[src/rtl/proj_mux_ctrl.sv]
// proj_mux_ctrl: connects one of N_PROJ wrapped projects to the shared pads.
// A switch always breaks before it makes. The new project is then held in reset
// for RST_HOLD cycles before its outputs reach the pads.
// Optional feature: define PROJ_MUX_CTRL_RUN_CNT_EN to add the run_cycles output,
// which counts the cycles spent in RUN.
module proj_mux_ctrl #(
    parameter int N_PROJ   = 8,
    parameter int ADDR_W   = 4,
    parameter int RST_HOLD = 4
) (
    input  logic                 clk,
    input  logic                 rst,
    input  logic                 sel_valid,
    input  logic [ADDR_W-1:0]    sel_addr,
    output logic                 sel_ready,
    input  logic [17:0]          pad_iw,
    output logic [23:0]          pad_ow,
    output logic [N_PROJ-1:0]    proj_ena,
    output logic [17:0]          proj_iw,
    input  logic [24*N_PROJ-1:0] proj_ow,
    output logic [ADDR_W-1:0]    active_addr,
    output logic                 running
`ifdef PROJ_MUX_CTRL_RUN_CNT_EN
    ,
    output logic [15:0]          run_cycles
`endif
);

    typedef enum logic [1:0] {
        ST_OFF   = 2'd0,
        ST_DRAIN = 2'd1,
        ST_HOLD  = 2'd2,
        ST_RUN   = 2'd3
    } state_t;

    // The counter counts down to zero, so the HOLD state lasts exactly RST_HOLD cycles.
    localparam logic [7:0]        HOLD_LOAD = 8'(RST_HOLD - 1);
    localparam logic [N_PROJ-1:0] ENA_ONE   = {{(N_PROJ-1){1'b0}}, 1'b1};

    state_t            state_r, state_nxt_s;
    logic [ADDR_W-1:0] addr_r, addr_nxt_s;
    logic [7:0]        hold_cnt_r, hold_cnt_nxt_s;
    logic              accept_s;
    logic              in_range_s;

    assign accept_s   = sel_valid && ((state_r == ST_OFF) || (state_r == ST_RUN));
    assign in_range_s = (32'(addr_r) < 32'(N_PROJ));

    // State, latched address and HOLD counter registers, with synchronous reset to OFF.
    always_ff @(posedge clk) begin
        if (rst) begin
            state_r    <= ST_OFF;
            addr_r     <= '0;
            hold_cnt_r <= 8'd0;
        end else begin
            state_r    <= state_nxt_s;
            addr_r     <= addr_nxt_s;
            hold_cnt_r <= hold_cnt_nxt_s;
        end
    end

    // Next-state logic. A request is accepted only in OFF or RUN, and a request is never queued.
    always_comb begin
        state_nxt_s    = state_r;
        addr_nxt_s     = addr_r;
        hold_cnt_nxt_s = hold_cnt_r;
        case (state_r)
            ST_OFF, ST_RUN: begin
                if (accept_s) begin
                    addr_nxt_s  = sel_addr;
                    state_nxt_s = ST_DRAIN;
                end else begin
                    state_nxt_s = state_r;
                end
            end
            ST_DRAIN: begin
                if (in_range_s) begin
                    state_nxt_s    = ST_HOLD;
                    hold_cnt_nxt_s = HOLD_LOAD;
                end else begin
                    state_nxt_s = ST_OFF;
                end
            end
            ST_HOLD: begin
                if (hold_cnt_r == 8'd0) begin
                    state_nxt_s = ST_RUN;
                end else begin
                    hold_cnt_nxt_s = hold_cnt_r - 8'd1;
                end
            end
            default: begin
                state_nxt_s = ST_OFF;
            end
        endcase
    end

    // Output decode. While rst is high, every output shows its OFF value.
    always_comb begin
        sel_ready   = 1'b1;
        proj_ena    = '0;
        pad_ow      = 24'h0;
        running     = 1'b0;
        proj_iw     = pad_iw;
        active_addr = '0;
        if (rst) begin
            sel_ready = 1'b1;
        end else begin
            active_addr = addr_r;
            sel_ready   = (state_r == ST_OFF) || (state_r == ST_RUN);
            running     = (state_r == ST_RUN);
            if (((state_r == ST_HOLD) || (state_r == ST_RUN)) && in_range_s) begin
                proj_ena = ENA_ONE << addr_r;
            end else begin
                proj_ena = '0;
            end
            if (state_r == ST_HOLD) begin
                proj_iw[1] = 1'b0;
            end else begin
                proj_iw[1] = pad_iw[1];
            end
            if (state_r == ST_RUN) begin
                for (int k = 0; k < N_PROJ; k++) begin
                    pad_ow = pad_ow | (proj_ow[k*24 +: 24] & {24{32'(addr_r) == 32'(k)}});
                end
            end else begin
                pad_ow = 24'h0;
            end
        end
    end

`ifdef PROJ_MUX_CTRL_RUN_CNT_EN
    logic [15:0] run_cnt_r;

    // RUN-cycle counter: it is cleared when a request is accepted and it saturates at all ones.
    always_ff @(posedge clk) begin
        if (rst) begin
            run_cnt_r <= 16'd0;
        end else if (accept_s) begin
            run_cnt_r <= 16'd0;
        end else if ((state_r == ST_RUN) && (run_cnt_r != 16'hFFFF)) begin
            run_cnt_r <= run_cnt_r + 16'd1;
        end else begin
            run_cnt_r <= run_cnt_r;
        end
    end

    assign run_cycles = rst ? 16'd0 : run_cnt_r;
`endif

endmodule

[config.mk]
export PLATFORM = sky130hd
export DESIGN_NAME = proj_mux_ctrl
export DESIGN_NICKNAME = d
export VERILOG_FILES = /design/src/rtl/proj_mux_ctrl.sv
export SDC_FILE = /design/constraint.sdc
export NUM_CORES = 1
export LEC_CHECK = 0
export CAP_MARGIN = 5
export CORE_AREA = 2 2 106 108
export DETAILED_ROUTE_END_ITERATION = 6
export DIE_AREA = 0 0 108 110
export HOLD_SLACK_MARGIN = 0.12
export MAX_ROUTING_LAYER = met4
export SYNTH_ARGS = -nofsm -noshare
export SYNTH_HDL_FRONTEND = slang
export SYNTH_SLANG_ARGS = --single-unit
[constraint.sdc]
create_clock -name clk -period 4.6 [get_ports clk]
set_clock_uncertainty 0.2 [all_clocks]
set_input_delay 0.46 -clock clk [delete_from_list [all_inputs] [get_ports clk]]
set_output_delay 0.46 -clock clk [all_outputs]
set_load 0.005 [all_outputs]
run_1/layer_met3.png
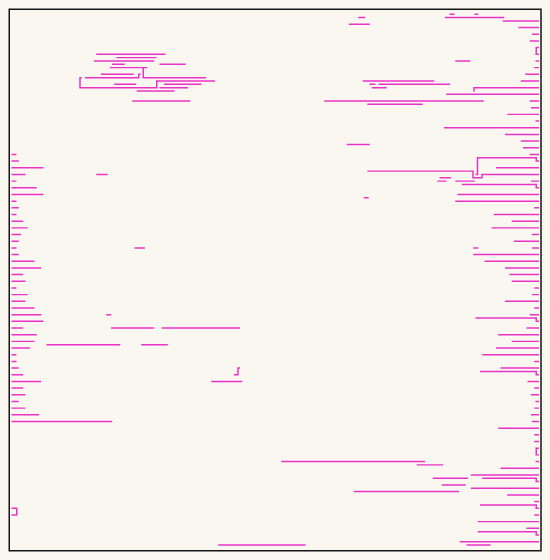
main direction	horizontal
share of all routed wire	7.7%
wire length on this layer	1030 um
overall via count from detail_route: 3316
total wire length after detailed routing: 13.38 mm
met3 track utilization from global routing: 3.057%

run_1/layer_met2.png
Scale bar: 20 um.
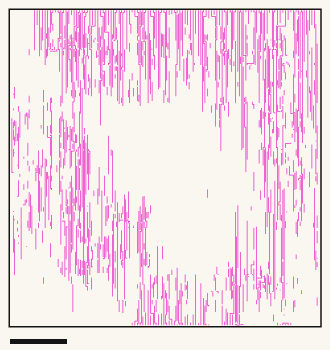
main direction	vertical
wire length on this layer	6250 um
nets with wire on the layer	598
longest straight run	47.9 um
share of all routed wire	47%

run_1/clocks.png
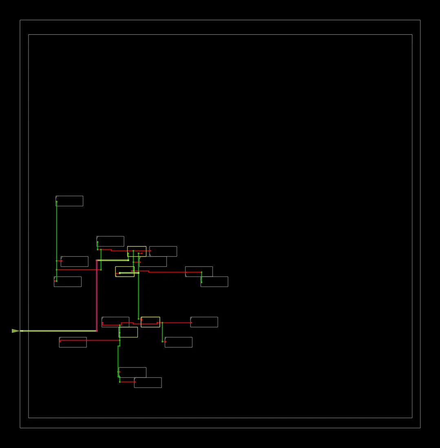
tally of clock buffers in the finished layout: 4
total clock network power: 0.123 mW

run_1/wires.png
Scale bar: 20 um. Only two layers are drawn.
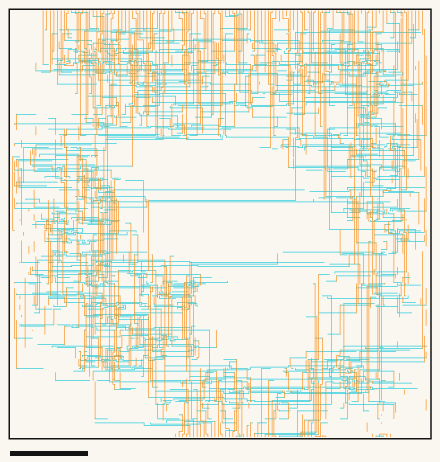
layer	color	wire length
metal 2	orange	6250 um
metal 1	cyan	5790 um
global-route usage over all layers: 21.29%
routed wire length per instance: 21.40 um

==> summary.txt, run 1 <==
Implementation results

The number of antenna violations at the first check in global routing came to 0. The antenna cell count is 0. The worst-path cell with the longest stage delay is dfxtp_1. The number of instances resized during post-cts repair is 0. The total number of yosys warnings is 0. The power per cell area is 184.5 mW/mm2. The design internal power is between 0.5 and 0.6 mW. The area of the mapped netlist is around 0.0021 mm2.

The combinational fraction of design power is a little over three fifths. TritonCTS built the clock tree. The sum of negative setup slack is 0 ps. Counting instances in the post-synthesis netlist gives the leading cell types as 97 x a22oi_1, 24 x a41oi_1, 17 x buf_4. The final weighted congestion recorded by global placement is 0.8061.

In this run the vertical extent of the chip is 110 um. The floorplan report gives the top-level pin count as 273. The number of maximum-capacitance constraint violations is 0. The sequential share of the synthesized area is 13.53%.

The flow ran to the end, and the final reports show no timing, DRC or antenna violations. The worst slack at placement is ~1000 ps. The chip area estimate from yosys synthesis is a little over 0.002 mm2. The clock sink total is 14. The adder-cell share of the synthesized area is between 3 and 4%. The average vias per placed instance is 5.306. The uppermost metal layer occupied by signal nets is met4.

Looking at the group totals, the largest power group turns out to be combinational logic. The buffer cell driving the clock tree root is clkbuf_8.
## run 1: worst paths after layout
path / depth (start not counted) / from / slack (ps) / end
setup / recovery: 6 / addr_r[0] / 700 / pad_ow[21]
hold / removal: 2 / hold_cnt_r[6] / 290 / hold_cnt_r[6]
setup reg to reg: 5 / state_r[1] / 2310 / hold_cnt_r[5]
hold reg to reg: 2 / hold_cnt_r[6] / 290 / hold_cnt_r[6]
## run 1: logic make-up (layout without fill, tap and decap cells)
group / Yosys count / in the layout
adder cells (fa/ha/maj): 5 / 5
AND-OR/OR-AND: 144 / 144
AND/OR/NAND/NOR: 59 / 59
buffers and inverters: 49 / 260
flip-flops: 14 / 14
multiplexers: 3 / 3
## run 1: sequential cells by signal (all words and copies together) (netlist names)
| name | count |
|---|---|
| state_r | 2 |
| addr_r | 4 |
| hold_cnt_r | 8 |
## run 1: per-stage QoR
stage	util [%]	hold slack [ps]	instances	power, mW
6_report	42.67	285.4	625	0.8423
5_1_grt	42.67	325.7	625	0.9005
4_1_cts	42.67	283.3	625	0.8397
3_5_place_dp	42.15	275.4	621	0.7137
3_3_place_gp	42.15	257.4	621	0.7067
2_1_floorplan	-	237.8	274	0.4450
## run 1: worst min-delay path, delay by kind of cell, from the launching register on
family	cells	cell delay, ps
mux	1	50
flops	1	330
simple gates	1	60
## run 1: metal layers
metal	up-vias	track usage, %
met2	192	33.87
met1	1550	28.50
met4	0	5.403
met3	24	3.057
li1	1550	-
met5	-	-
## run 1: final cells by class
cell class	count	area [um2]	area share, %
Multi-Input combinational cell	211	1570	34.40
Sequential cell	14	280.3	6.140
Inverter	9	33.78	0.7401
Timing Repair Buffer	247	2450	53.67
Tap cell	140	175.2	3.838
Clock buffer	4	55.05	1.206
run_1/power_grid.png
Scale bar: 20 um. Pins as bars on the die edge.
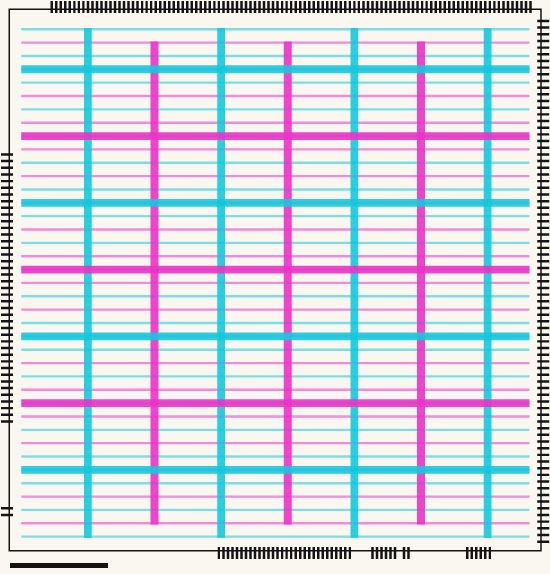

==> run 2: changes to the inputs <==
--- a/config.mk
+++ b/config.mk
@@ -6,9 +6,9 @@
 export NUM_CORES = 1
 export LEC_CHECK = 0
 export CAP_MARGIN = 5
-export CORE_AREA = 2 2 106 108
+export CORE_AREA = 2 2 107 109
 export DETAILED_ROUTE_END_ITERATION = 6
-export DIE_AREA = 0 0 108 110
+export DIE_AREA = 0 0 109 111
 export HOLD_SLACK_MARGIN = 0.12
 export MAX_ROUTING_LAYER = met4
 export SYNTH_ARGS = -nofsm -noshare
==> constraint.sdc (replaced) <==
create_clock -name clk -period 3.8 [get_ports clk]
set_clock_uncertainty 0.2 [all_clocks]
set_input_delay 0.38 -clock clk [delete_from_list [all_inputs] [get_ports clk]]
set_output_delay 0.38 -clock clk [all_outputs]
set_load 0.005 [all_outputs]
run_2/power_grid.png
Scale bar: 20 um. Pins as bars on the die edge.
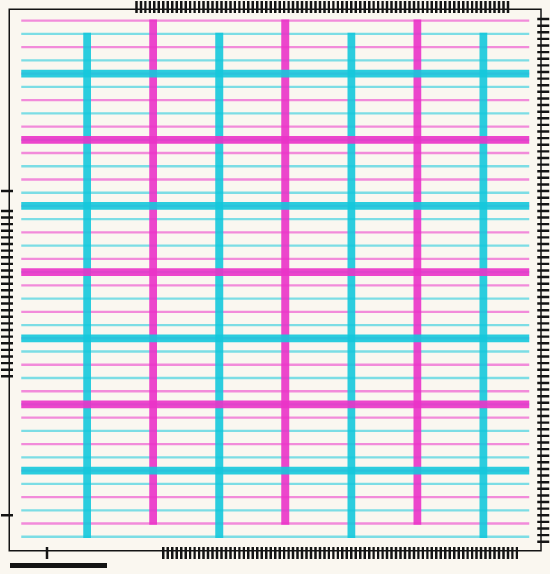
net	color
VDD	magenta
VSS	cyan
met4 straps	7
rows	39

==> summary.txt, run 2 <==
Implementation results

The critical path capture point is pad_ow[8]. The clock sink total is 14 (unchanged). The antenna cell count is 0 (unchanged). The area of the mapped netlist is 0.002071 mm2 (unchanged). The sum of negative setup slack came to 0 ps (unchanged). The global routing usage on met1 is 23.88% (-4.6 points). The number of maximum-capacitance constraint violations is 0 (unchanged). The die height is 111 um (+0.91%).

The power per cell area is 237.2 mW/mm2 (+29%). The timing report shows that the slowest cell on the worst path is dfxtp_1. The depth of the worst hold-timing path is 2 (unchanged). The number of instances resized during post-cts repair is 0 (unchanged). The number of cells on the worst reg-to-reg path is 6 (+1). Entering global routing, the biggest net connects 26 pins. The number of antenna violations at the first check in global routing is 0 (unchanged). The top register by number of flip-flops is hold_cnt_r. The CTS tree is yes.

The final core utilization is 41.75% (-0.92 points). In the final layout, the registers with the most flip-flops are hold_cnt_r: 8 flops, addr_r: 4 flops, state_r: 2 flops. Looking at the clock tree report, the root buffer type is clkbuf_16.

The source of the critical timing path is addr_r[0]. The combinational fraction of design power is 58.7% (-4.4 points). The launch point of the worst hold path is hold_cnt_r[6].

The design internal power was 0.6980 mW (+35%). The uppermost metal layer occupied by signal nets is met4. The start of the worst register-to-register path is state_r[0]. The flip-flop count of the largest register after layout was 8 (unchanged). The path length in cells of the critical path is 6 (unchanged).

The end of the worst register-to-register path is hold_cnt_r[5]. The final max-slew violation count recorded for this run is 0. Per the GRT log, the top usage layer is met2. The chip area estimate from yosys synthesis is 0.002071 mm2 (unchanged).

After synthesis, the most frequently instantiated cells are 97 x a22oi_1, 24 x a41oi_1, 17 x buf_4. The run finished with clean final reports. The global-route track usage on met2 is 35.36% (+1.5 points).

The routability-driven placement congestion ratio is 0.9216 (+14%). The register-to-register setup slack is 1530 ps (-780 ps).
run_2/wires.png
Scale bar: 20 um. Only two layers are drawn.
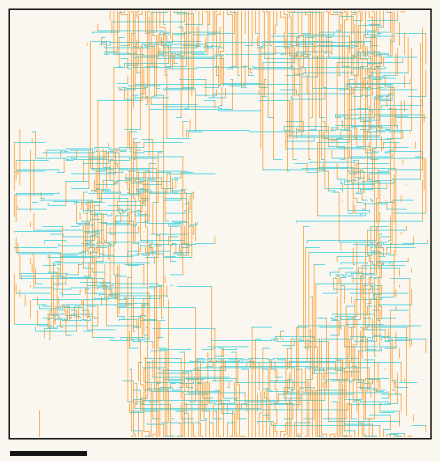
layer	color	wire length
metal 2	orange	6440 um
metal 1	cyan	5110 um
global-route usage over all layers: 20.68%
overall via count from detail_route: 3279
total wire length after detailed routing: 12.96 mm

run 2: cell count changes in the layout (fill, tap and decap cells not counted):
cell       delta
clkbuf_8      -3
buf_4         +3
clkbuf_16     +3
run 2: cells by family (layout without fill, tap and decap cells):
group                    count (synthesis)  after routing  synth area share [%]
buffers and inverters                   49            263                 12.51
AND-OR/OR-AND                          144            144                 52.75
AND/OR/NAND/NOR                         59             59                 16.74
flip-flops                              14             14                 13.53
multiplexers                             3              3                 1.450
adder cells (fa/ha/maj)                  5              5                 3.021
run 2: layout make-up:
type	count	area, um2	area share [%]
multi-input cells	211	1570	33.96
repair buffers	250	2472	53.46
clock buffers	4	88.84	1.921
well taps	143	178.9	3.869
inverters	9	33.78	0.7305
flip-flops and latches	14	280.3	6.061
run 2: stage by stage:
| stage | hold WS, ps | area (um2) | setup slack [ps] | power, mW | instances |
|---|---|---|---|---|---|
| 6_report | 269.2 | 4624 | 328.3 | 1.097 | 631 |
| 5_1_grt | 302.1 | 4624 | 170.2 | 1.171 | 631 |
| 4_1_cts | 268.9 | 4624 | 270.5 | 1.099 | 631 |
| 3_5_place_dp | 264.6 | 4536 | 543.0 | 0.8662 | 627 |
| 3_3_place_gp | 254.9 | 4536 | 597.6 | 0.8576 | 627 |
| 2_1_floorplan | 237.8 | 2071 | 1668 | 0.5386 | 274 |
run 2: power by group through the flow:
stage | registers, mW | logic, mW | clock network [mW]
floorplan | 0.206 | 0.333 | 0
global placement | 0.226 | 0.632 | 0
detailed placement | 0.228 | 0.638 | 0
CTS | 0.225 | 0.641 | 0.232
global route | 0.232 | 0.702 | 0.237
finish | 0.226 | 0.644 | 0.227
run 2: tightest hold or removal path: stages (launching register included):
cell and delay, ps:
dfxtp_1 310, nand2_1 60, mux2i_1 50
run_2/layer_met2.png
Scale bar: 20 um.
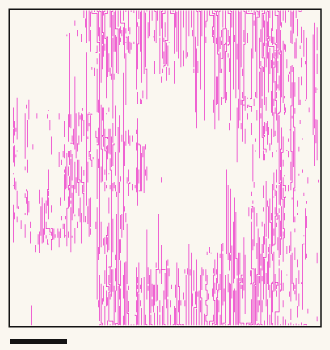

==> run 3: changes to the inputs <==
--- a/config.mk
+++ b/config.mk
@@ -7,10 +7,13 @@
 export LEC_CHECK = 0
 export CAP_MARGIN = 5
 export CORE_AREA = 2 2 107 109
+export CTS_BUF_LIST = sky130_fd_sc_hd__clkbuf_2
+export CTS_CLUSTER_DIAMETER = 30
 export DETAILED_ROUTE_END_ITERATION = 6
 export DIE_AREA = 0 0 109 111
 export HOLD_SLACK_MARGIN = 0.12
 export MAX_ROUTING_LAYER = met4
+export PLACE_DENSITY = 0.6
 export SYNTH_ARGS = -nofsm -noshare
 export SYNTH_HDL_FRONTEND = slang
 export SYNTH_SLANG_ARGS = --single-unit
run_3/layer_met2.png
Scale bar: 20 um.
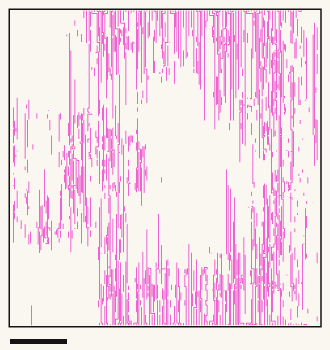
share of all routed wire	49%
longest straight run	47.1 um

run_3/layer_met3.png
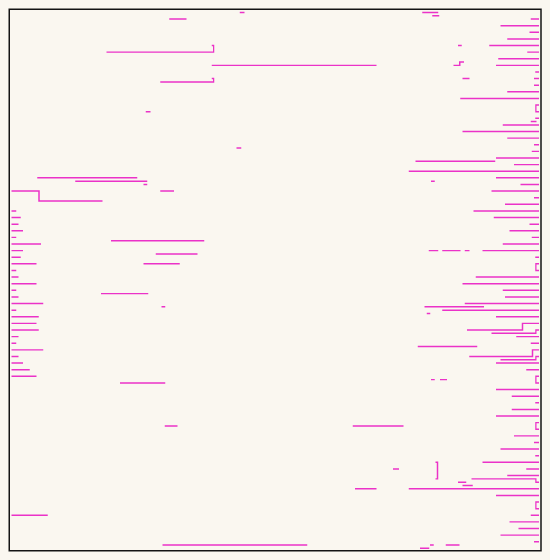
longest straight run	33.6 um
nets with wire on the layer	125
share of all routed wire	6.9%
main direction	horizontal
wire length on this layer	891 um
overall via count from detail_route: 3268
total wire length after detailed routing: 12.88 mm
met3 track utilization from global routing: 2.939%

==> summary.txt, run 3 <==
Implementation results

The synthesis run shows the most used standard cells to be 97 x a22oi_1, 24 x a41oi_1, 17 x buf_4. The run finished with clean final reports. Looking at the clock tree report, the root buffer type is clkbuf_2.

The sum of negative setup slack is 0 ps (unchanged). The clock sink total is 14 (unchanged). The flip-flop count of the largest register after layout is 8 (unchanged). The area of the mapped netlist was 0.002071 mm2 (unchanged).

The power per cell area is 207.5 mW/mm2 (-13%). The number of placed cells counting well taps is 627 (unchanged). The worst slack at placement was 543.0 ps (unchanged). The worst-case setup margin in the final layout came to 261.0 ps (-67.37 ps).

The final non-filler cell area came to 0.004554 mm2 (-1.5%). The largest registers in the layout are hold_cnt_r: 8 flops, addr_r: 4 flops, state_r: 2 flops. The total routing resource utilization after global routing is 20.62% (-0.062 points). The worst hold slack is 281.4 ps (+12.22 ps).

The cell area reported after detailed placement was 0.004536 mm2 (unchanged). The CTS tree is yes. The top register by number of flip-flops is hold_cnt_r.

The antenna cell count is 0 (unchanged). The final core utilization is 41.12% (-0.63 points). The number of antenna violations at the first check in global routing was 0 (unchanged). The die height is 111 um (unchanged). The most common cell in the synthesized netlist is a22oi_1. The number of maximum-capacitance constraint violations came to 0 (unchanged). The routability-driven placement congestion ratio is 0.9216 (unchanged). The non-filler instance count after layout is 631 (unchanged). The number of instances resized during post-cts repair was 0 (unchanged).
[run 3: cell count changes in the layout (fill, tap and decap cells not counted)]
cell | previous run | this run
clkinv_1 | 0 | 1
clkbuf_16 | 3 | 0
clkbuf_8 | 1 | 0
clkbuf_2 | 0 | 3
[run 3: final cells by class]
| class | instances | area [um2] | area share [%] |
|---|---|---|---|
| Timing Repair Buffer | 250 | 2472 | 54.29 |
| Multi-Input combinational cell | 211 | 1570 | 34.48 |
| Sequential cell | 14 | 280.3 | 6.154 |
| Tap cell | 143 | 178.9 | 3.929 |
| Inverter | 9 | 33.78 | 0.7418 |
| Clock buffer | 3 | 15.01 | 0.3297 |
| Clock inverter | 1 | 3.754 | 0.08242 |
[run 3: final timing paths]
kind / start / slack, ps / to / depth (start not counted)
max: addr_r[0] / 260 / pad_ow[8] / 6
max reg2reg: state_r[0] / 1530 / hold_cnt_r[5] / 6
min reg2reg: hold_cnt_r[6] / 280 / hold_cnt_r[6] / 2
min: hold_cnt_r[6] / 280 / hold_cnt_r[6] / 2
[run 3: power breakdown]
part	leakage, nW	internal, mW	total (mW)	switching, mW
Clock	0.0140	0.0229	0.0777	0.0549
Sequential	0.115	0.179	0.225	0.0458
Combinational	1.33	0.358	0.642	0.284
Total	1.46	0.560	0.945	0.385
[run 3: kinds of logic after synthesis]
group,synth area share (%)
AND-OR/OR-AND,52.75
adder cells (fa/ha/maj),3.021
buffers and inverters,12.51
flip-flops,13.53
multiplexers,1.450
AND/OR/NAND/NOR,16.74
[run 3: routing by layer]
layer,wire length (um),track usage (%)
met1,5080,23.92
met2,6369,34.95
met3,891,2.939
met4,543,8.889
met5,0,-
[run 3: critical path: stages (launching register included)]
cell	delay [ps]
dfxtp_1	720
nand2b_1	380
nor2_2	160
buf_4	340
a22oi_1	180
a41oi_1	310
clkdlybuf4s50_1	550
Power and IR drop assume default switching activity.
